Figure 1. Track usage over the die (run 1).
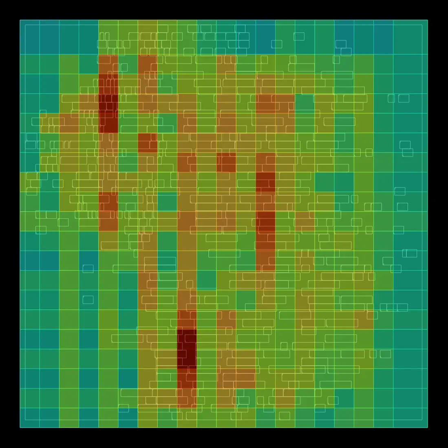
Figure 2. Met1 routing (run 1).
(4 px per micron) Supply wires on this layer in gray. Cells faint in the background.
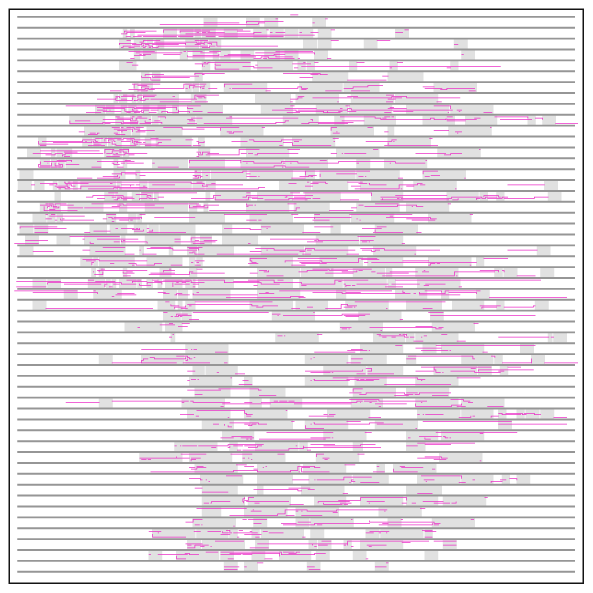
Figure 3. Register map, names as in the netlist (run 1).
(3 px per micron) Other sequential cells in the stronger gray, the rest of the logic in the fainter gray.
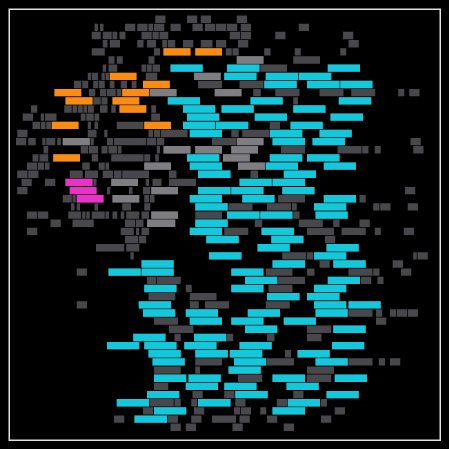
$ cat config.mk
export PLATFORM = sky130hd
export DESIGN_NAME = swt16_prefetch_flat
export DESIGN_NICKNAME = d
export VERILOG_FILES = /design/src/rtl/swt16_pkg.sv /design/src/rtl/swt16_prefetch_if.sv /design/src/rtl/swt16_fifo.sv /design/src/rtl/swt16_prefetch.sv /design/src/flat_wrapper.sv
export SDC_FILE = /design/constraint.sdc
export NUM_CORES = 1
export LEC_CHECK = 0
export CORE_MARGIN = 1.5
export CORE_UTILIZATION = 30
export CTS_BUF_LIST = sky130_fd_sc_hd__clkbuf_4 sky130_fd_sc_hd__clkbuf_8 sky130_fd_sc_hd__clkbuf_16
export DETAILED_ROUTE_END_ITERATION = 16
export GPL_TIMING_DRIVEN = 1
export PLACE_DENSITY = 0.58
export SLEW_MARGIN = 5
export SYNTH_ARGS = -nofsm -noshare
export SYNTH_HDL_FRONTEND = slang
export SYNTH_SLANG_ARGS = --single-unit
$ cat constraint.sdc
create_clock -name clock -period 5.5 [get_ports clock]
set_input_delay 1.1 -clock clock [delete_from_list [all_inputs] [get_ports clock]]
set_output_delay 1.1 -clock clock [all_outputs]
set_load 0.01 [all_outputs]
$ cat src/rtl/swt16_pkg.sv
// Shared definitions for the SWT16 fetch path: prefetch FSM encoding and
// default fetch constants.
package swt16_pkg;

  typedef enum logic [1:0] {
    BOOT  = 2'd0,
    RUN   = 2'd1,
    REDIR = 2'd2
  } swt16_state_e;

  localparam int unsigned SWT16_PC_INCREMENT = 2;
  localparam int unsigned SWT16_RESET_PC     = 0;

endpackage

$ cat src/rtl/swt16_prefetch_if.sv
// Prefetch bus: EX redirect/flush, decoder stall, PMEM read port and the
// queue head presented to decode.
interface swt16_prefetch_if #(
  parameter int unsigned PC_WIDTH        = 12,
  parameter int unsigned PMEM_WORD_WIDTH = 16,
  parameter int unsigned DEPTH           = 4
);
  localparam int unsigned CNT_W = $clog2(DEPTH) + 1;

  logic                       in_set_pc;
  logic [PC_WIDTH-1:0]        in_branch_pc;
  logic                       in_flush;
  logic                       in_stall;
  logic [PMEM_WORD_WIDTH-1:0] in_pmem_word;
  logic [PC_WIDTH-1:0]        out_pmem_addr;
  logic                       out_pmem_req;
  logic                       out_valid;
  logic [PMEM_WORD_WIDTH-1:0] out_instr;
  logic [PC_WIDTH-1:0]        out_pc;
  logic [CNT_W-1:0]           out_count;

  modport master (
    output in_set_pc, in_branch_pc, in_flush, in_stall, in_pmem_word,
    input  out_pmem_addr, out_pmem_req, out_valid, out_instr, out_pc, out_count
  );

  modport slave (
    input  in_set_pc, in_branch_pc, in_flush, in_stall, in_pmem_word,
    output out_pmem_addr, out_pmem_req, out_valid, out_instr, out_pc, out_count
  );

endinterface

$ cat src/rtl/swt16_fifo.sv
// Circular instruction queue with wrapping pointers and a synchronous clear.
// Push on full (without a same-cycle pop) and pop on empty are ignored.
module swt16_fifo #(
  parameter int unsigned WIDTH = 28,
  parameter int unsigned DEPTH = 4
) (
  input  logic                     clock,
  input  logic                     reset,
  input  logic                     clear,
  input  logic                     push,
  input  logic [WIDTH-1:0]         wdata,
  input  logic                     pop,
  output logic [WIDTH-1:0]         rdata,
  output logic [$clog2(DEPTH):0]   count,
  output logic                     empty
);
  localparam int unsigned AW = $clog2(DEPTH);

  logic [WIDTH-1:0] mem_q [DEPTH];
  logic [AW-1:0]    wr_ptr_q, wr_ptr_d;
  logic [AW-1:0]    rd_ptr_q, rd_ptr_d;
  logic [AW:0]      count_q, count_d;
  logic             do_push, do_pop;

  always_comb begin
    empty    = (count_q == '0);
    do_pop   = pop & ~empty & ~clear;
    do_push  = push & ~clear & ((count_q != (AW+1)'(DEPTH)) | do_pop);
    wr_ptr_d = wr_ptr_q;
    rd_ptr_d = rd_ptr_q;
    count_d  = count_q;
    if (clear) begin
      wr_ptr_d = '0;
      rd_ptr_d = '0;
      count_d  = '0;
    end else begin
      if (do_push) wr_ptr_d = wr_ptr_q + AW'(1);
      if (do_pop)  rd_ptr_d = rd_ptr_q + AW'(1);
      count_d = count_q + (AW+1)'(do_push) - (AW+1)'(do_pop);
    end
  end

  always_ff @(posedge clock or negedge reset) begin
    if (!reset) begin
      wr_ptr_q <= '0;
      rd_ptr_q <= '0;
      count_q  <= '0;
    end else begin
      wr_ptr_q <= wr_ptr_d;
      rd_ptr_q <= rd_ptr_d;
      count_q  <= count_d;
    end
  end

  always_ff @(posedge clock) begin
    if (do_push) mem_q[wr_ptr_q] <= wdata;
  end

  assign rdata = mem_q[rd_ptr_q];
  assign count = count_q;

endmodule

$ cat src/rtl/swt16_prefetch.sv
// SWT16 instruction prefetcher: BOOT/RUN/REDIR fetch FSM feeding a DEPTH-entry
// queue. Define SWT16_PREFETCH_BYPASS_EN to present an arriving word directly.
module swt16_prefetch
  import swt16_pkg::*;
#(
  parameter int unsigned PC_WIDTH        = 12,
  parameter int unsigned PMEM_WORD_WIDTH = 16,
  parameter int unsigned PC_INCREMENT    = SWT16_PC_INCREMENT,
  parameter int unsigned DEPTH           = 4,
  parameter int unsigned RESET_PC        = SWT16_RESET_PC
) (
  input  logic            clock,
  input  logic            reset,
  swt16_prefetch_if.slave bus
);
  localparam int unsigned CNT_W = $clog2(DEPTH) + 1;
  localparam int unsigned ENT_W = PC_WIDTH + PMEM_WORD_WIDTH;
  localparam logic [PC_WIDTH-1:0] PC_STEP = PC_WIDTH'(PC_INCREMENT);
  localparam logic [PC_WIDTH-1:0] PC_RST  = PC_WIDTH'(RESET_PC);

  swt16_state_e        state_q, state_d;
  logic [PC_WIDTH-1:0] pc_q, pc_d;
  logic [PC_WIDTH-1:0] infl_pc_q, infl_pc_d;
  logic                infl_q, infl_d;

  logic                clear, issue, push, pop;
  logic                fifo_push, fifo_pop, fifo_empty;
  logic [ENT_W-1:0]    resp_entry, fifo_rdata, head_entry;
  logic [CNT_W-1:0]    fifo_count;
  logic [CNT_W:0]      occupancy;
  logic                head_valid;

  always_comb begin
    clear      = bus.in_set_pc | bus.in_flush;
    resp_entry = {infl_pc_q, bus.in_pmem_word};
    push       = infl_q & ~clear;
    // A clearing cycle empties both queue and in-flight slot, so it may refill at once.
    occupancy  = clear ? '0 : ({1'b0, fifo_count} + (CNT_W+1)'(infl_q));
    issue      = reset & ~bus.in_set_pc & (occupancy < (CNT_W+1)'(DEPTH));
`ifdef SWT16_PREFETCH_BYPASS_EN
    head_valid = ~fifo_empty | push;
    head_entry = fifo_empty ? resp_entry : fifo_rdata;
`else
    head_valid = ~fifo_empty;
    head_entry = fifo_rdata;
`endif
    pop        = head_valid & ~bus.in_stall & ~clear;
    fifo_pop   = pop & ~fifo_empty;
`ifdef SWT16_PREFETCH_BYPASS_EN
    // A bypassed word consumed in its arrival cycle never enters storage.
    fifo_push  = push & ~(fifo_empty & pop);
`else
    fifo_push  = push;
`endif
  end

  always_comb begin
    pc_d      = pc_q;
    infl_d    = issue;
    infl_pc_d = pc_q;
    state_d   = state_q;
    if (bus.in_set_pc) pc_d = bus.in_branch_pc;
    else if (issue)    pc_d = pc_q + PC_STEP;
    case (state_q)
      BOOT:    state_d = RUN;
      RUN:     state_d = RUN;
      REDIR:   state_d = RUN;
      default: state_d = BOOT;
    endcase
    if (bus.in_set_pc) state_d = REDIR;
  end

  always_ff @(posedge clock or negedge reset) begin
    if (!reset) begin
      state_q   <= BOOT;
      pc_q      <= PC_RST;
      infl_q    <= 1'b0;
      infl_pc_q <= '0;
    end else begin
      state_q   <= state_d;
      pc_q      <= pc_d;
      infl_q    <= infl_d;
      infl_pc_q <= infl_pc_d;
    end
  end

  swt16_fifo #(
    .WIDTH (ENT_W),
    .DEPTH (DEPTH)
  ) u_fifo (
    .clock (clock),
    .reset (reset),
    .clear (clear),
    .push  (fifo_push),
    .wdata (resp_entry),
    .pop   (fifo_pop),
    .rdata (fifo_rdata),
    .count (fifo_count),
    .empty (fifo_empty)
  );

  always_comb begin
    bus.out_pmem_addr = pc_q;
    bus.out_pmem_req  = issue;
    bus.out_valid     = head_valid;
    bus.out_instr     = head_valid ? head_entry[PMEM_WORD_WIDTH-1:0] : '0;
    bus.out_pc        = head_valid ? head_entry[ENT_W-1:PMEM_WORD_WIDTH] : '0;
    bus.out_count     = fifo_count;
  end

endmodule

$ cat src/flat_wrapper.sv
// flat-port wrapper written by rule: the top's interface ports become plain ports
module swt16_prefetch_flat import swt16_pkg::*;
#(
  parameter int unsigned PC_WIDTH        = 12,
  parameter int unsigned PMEM_WORD_WIDTH = 16,
  parameter int unsigned PC_INCREMENT    = SWT16_PC_INCREMENT,
  parameter int unsigned DEPTH           = 4,
  parameter int unsigned RESET_PC        = SWT16_RESET_PC
)
  (clock, reset, bus_in_set_pc, bus_in_branch_pc, bus_in_flush, bus_in_stall, bus_in_pmem_word, bus_out_pmem_addr, bus_out_pmem_req, bus_out_valid, bus_out_instr, bus_out_pc, bus_out_count);
  swt16_prefetch_if #(.PC_WIDTH(PC_WIDTH), .PMEM_WORD_WIDTH(PMEM_WORD_WIDTH), .DEPTH(DEPTH)) bus_i ();
  input  logic clock;
  input  logic reset;
  input wire logic [$bits(bus_i.in_set_pc)-1:0] bus_in_set_pc;
  input wire logic [$bits(bus_i.in_branch_pc)-1:0] bus_in_branch_pc;
  input wire logic [$bits(bus_i.in_flush)-1:0] bus_in_flush;
  input wire logic [$bits(bus_i.in_stall)-1:0] bus_in_stall;
  input wire logic [$bits(bus_i.in_pmem_word)-1:0] bus_in_pmem_word;
  output wire logic [$bits(bus_i.out_pmem_addr)-1:0] bus_out_pmem_addr;
  output wire logic [$bits(bus_i.out_pmem_req)-1:0] bus_out_pmem_req;
  output wire logic [$bits(bus_i.out_valid)-1:0] bus_out_valid;
  output wire logic [$bits(bus_i.out_instr)-1:0] bus_out_instr;
  output wire logic [$bits(bus_i.out_pc)-1:0] bus_out_pc;
  output wire logic [$bits(bus_i.out_count)-1:0] bus_out_count;
  assign bus_i.in_set_pc = bus_in_set_pc;
  assign bus_i.in_branch_pc = bus_in_branch_pc;
  assign bus_i.in_flush = bus_in_flush;
  assign bus_i.in_stall = bus_in_stall;
  assign bus_i.in_pmem_word = bus_in_pmem_word;
  assign bus_out_pmem_addr = bus_i.out_pmem_addr;
  assign bus_out_pmem_req = bus_i.out_pmem_req;
  assign bus_out_valid = bus_i.out_valid;
  assign bus_out_instr = bus_i.out_instr;
  assign bus_out_pc = bus_i.out_pc;
  assign bus_out_count = bus_i.out_count;
  swt16_prefetch #(.PC_WIDTH(PC_WIDTH), .PMEM_WORD_WIDTH(PMEM_WORD_WIDTH), .PC_INCREMENT(PC_INCREMENT), .DEPTH(DEPTH), .RESET_PC(RESET_PC)) u_core (.clock(clock), .reset(reset), .bus(bus_i));
endmodule
==> results.txt, run 1 <==
Outcome: completed
R2R cell count: 10
Clk root buf: clkbuf_16
Fraction of area in registers: 0.549
Grt ovf: 0
HP Start: u_core.bus.out_pmem_addr[0]
Max-Cap Viols: 0
Complex Gates by Area: 0.0439
Fraction of layout cells with a size suffix above 1: 0.167
Final Non-Filler Cells: 708
Top non-seq family: multiplexers
Pwr dens: 339 nW/um^2
CP max FO: 22
Die Size: 20,500 sq um
Initial antenna violation count: 0
Synth area leaders: edfxtp_1 57%, dfrtp_1 14%, mux4_2 11%
DRC Markers: 0
Total tool warning count: 29
Max VDD drop: 0.229 mV
Vias in the first global route: 3,427
Mapped Nets: 385
# nets final: 472
Crit-path cells: clkdlybuf4s50_1, buf_4, a22o_1, nor2_1, nor2_1, clkdlybuf4s50_1
Non-CTS inverters: 11
Clk buf depth: 2
Flip-flops: 144
Tmin final: 4.31 ns
Top-count cell post-synth: edfxtp_1
Fraction of area in multi-input gates: 0.215
-- Figure 1 (at the start) --
M3 GR Usage: 0.0352
Finished Core Util: 0.392

-- Figure 2 (at the start) --
wire length on this layer	5,540 microns
main direction	horizontal
share of all routed wire	45%

-- Figure 3 (at the start) --
signal	color	flops
u_core.u_fifo.mem_q	cyan	112
u_core.u_fifo.count	magenta	3
u_core.bus.out_pmem_addr	orange	12
not colored	17

## Run 2: what changed since run 1
Settings changed: PLACE_DENSITY 0.58 to 0.59.
Clock period 5.5 ns to 3.8 ns, I/O delays scaled along.
==> run 2 against run 1 <==
Compared with the run above: critical path type unchanged; highest routed layer unchanged; critical endpoint unchanged; via count up 2.0%; core utilization up 0.41 points; clock skew rose by 0.00065 ns; global-route usage hardly changed; largest cell class unchanged.
==> results.txt, run 2 <==
Grt ovf: 0 (unchanged)
Fraction of area in multi-input gates: 0.212 (was 0.215)
# nets final: 482 (was 472)
Pwr dens: 483 nW/um^2 (was 339 nW/um^2)
R2R cell count: 10 (unchanged)
Clk root buf: clkbuf_16 (unchanged)
Total tool warning count: 29 (unchanged)
Synth area leaders: edfxtp_1 57%, dfrtp_1 14%, mux4_2 11% (unchanged)
Top-count cell post-synth: edfxtp_1 (unchanged)
Max-Cap Viols: 0 (unchanged)
Fraction of layout cells with a size suffix above 1: 0.177 (was 0.167)
Outcome: completed (unchanged)
Die Size: 20,500 sq um (unchanged)
Vias in the first global route: 3,435 (was 3,427)
Fraction of area in registers: 0.544 (was 0.549)
CP max FO: 8 (was 22)
Crit-path cells: clkdlybuf4s50_1, and2b_1, a22o_1, nor2_1, nor2_1, clkdlybuf4s50_1 (was clkdlybuf4s50_1, buf_4, a22o_1, nor2_1, nor2_1, clkdlybuf4s50_1)
M3 GR Usage: 0.0436 (was 0.0352)
Top non-seq family: multiplexers (unchanged)
Complex Gates by Area: 0.0439 (unchanged)
DRC Markers: 0 (unchanged)
Initial antenna violation count: 0 (unchanged)
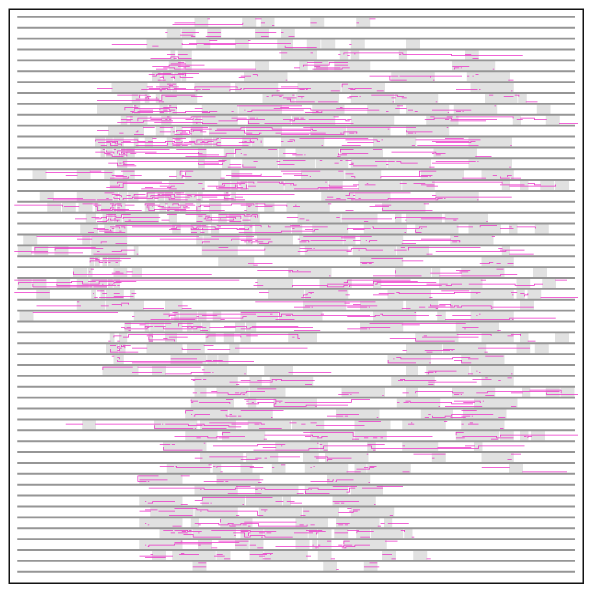
Figure 4: run 2, met1 routing.
(4 px per micron) Supply wires on this layer in gray. Cells faint in the background.
nets with wire on the layer	436
wire length on this layer	5,430 microns
share of all routed wire	45%

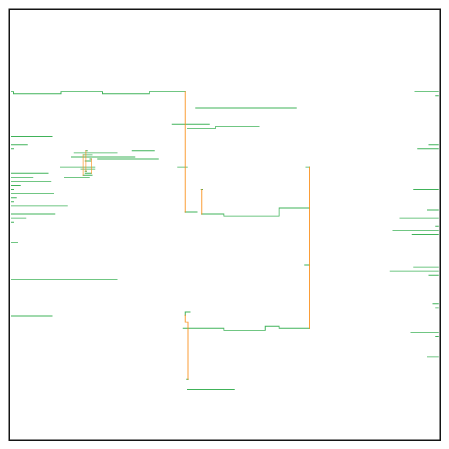
Figure 5: run 2, signal wires by layer.
(3 px per micron) Only two layers are drawn.
layer	color	wire length
metal 4	orange	143 microns
metal 3	green	615 microns

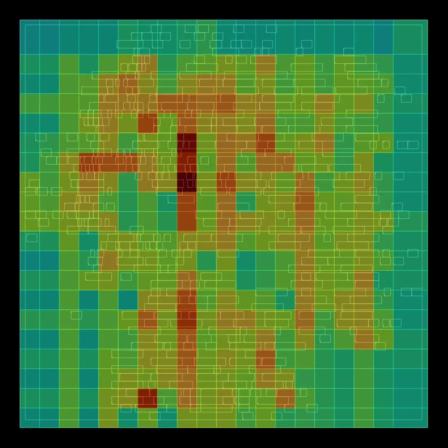
Figure 6: run 2, track usage over the die.
Top Usage Layer GRT: met2
DR WL/cell: 16.9 microns
Finished Core Util: 0.396

No activity file was given, so power comes from the tool's default toggle rates.
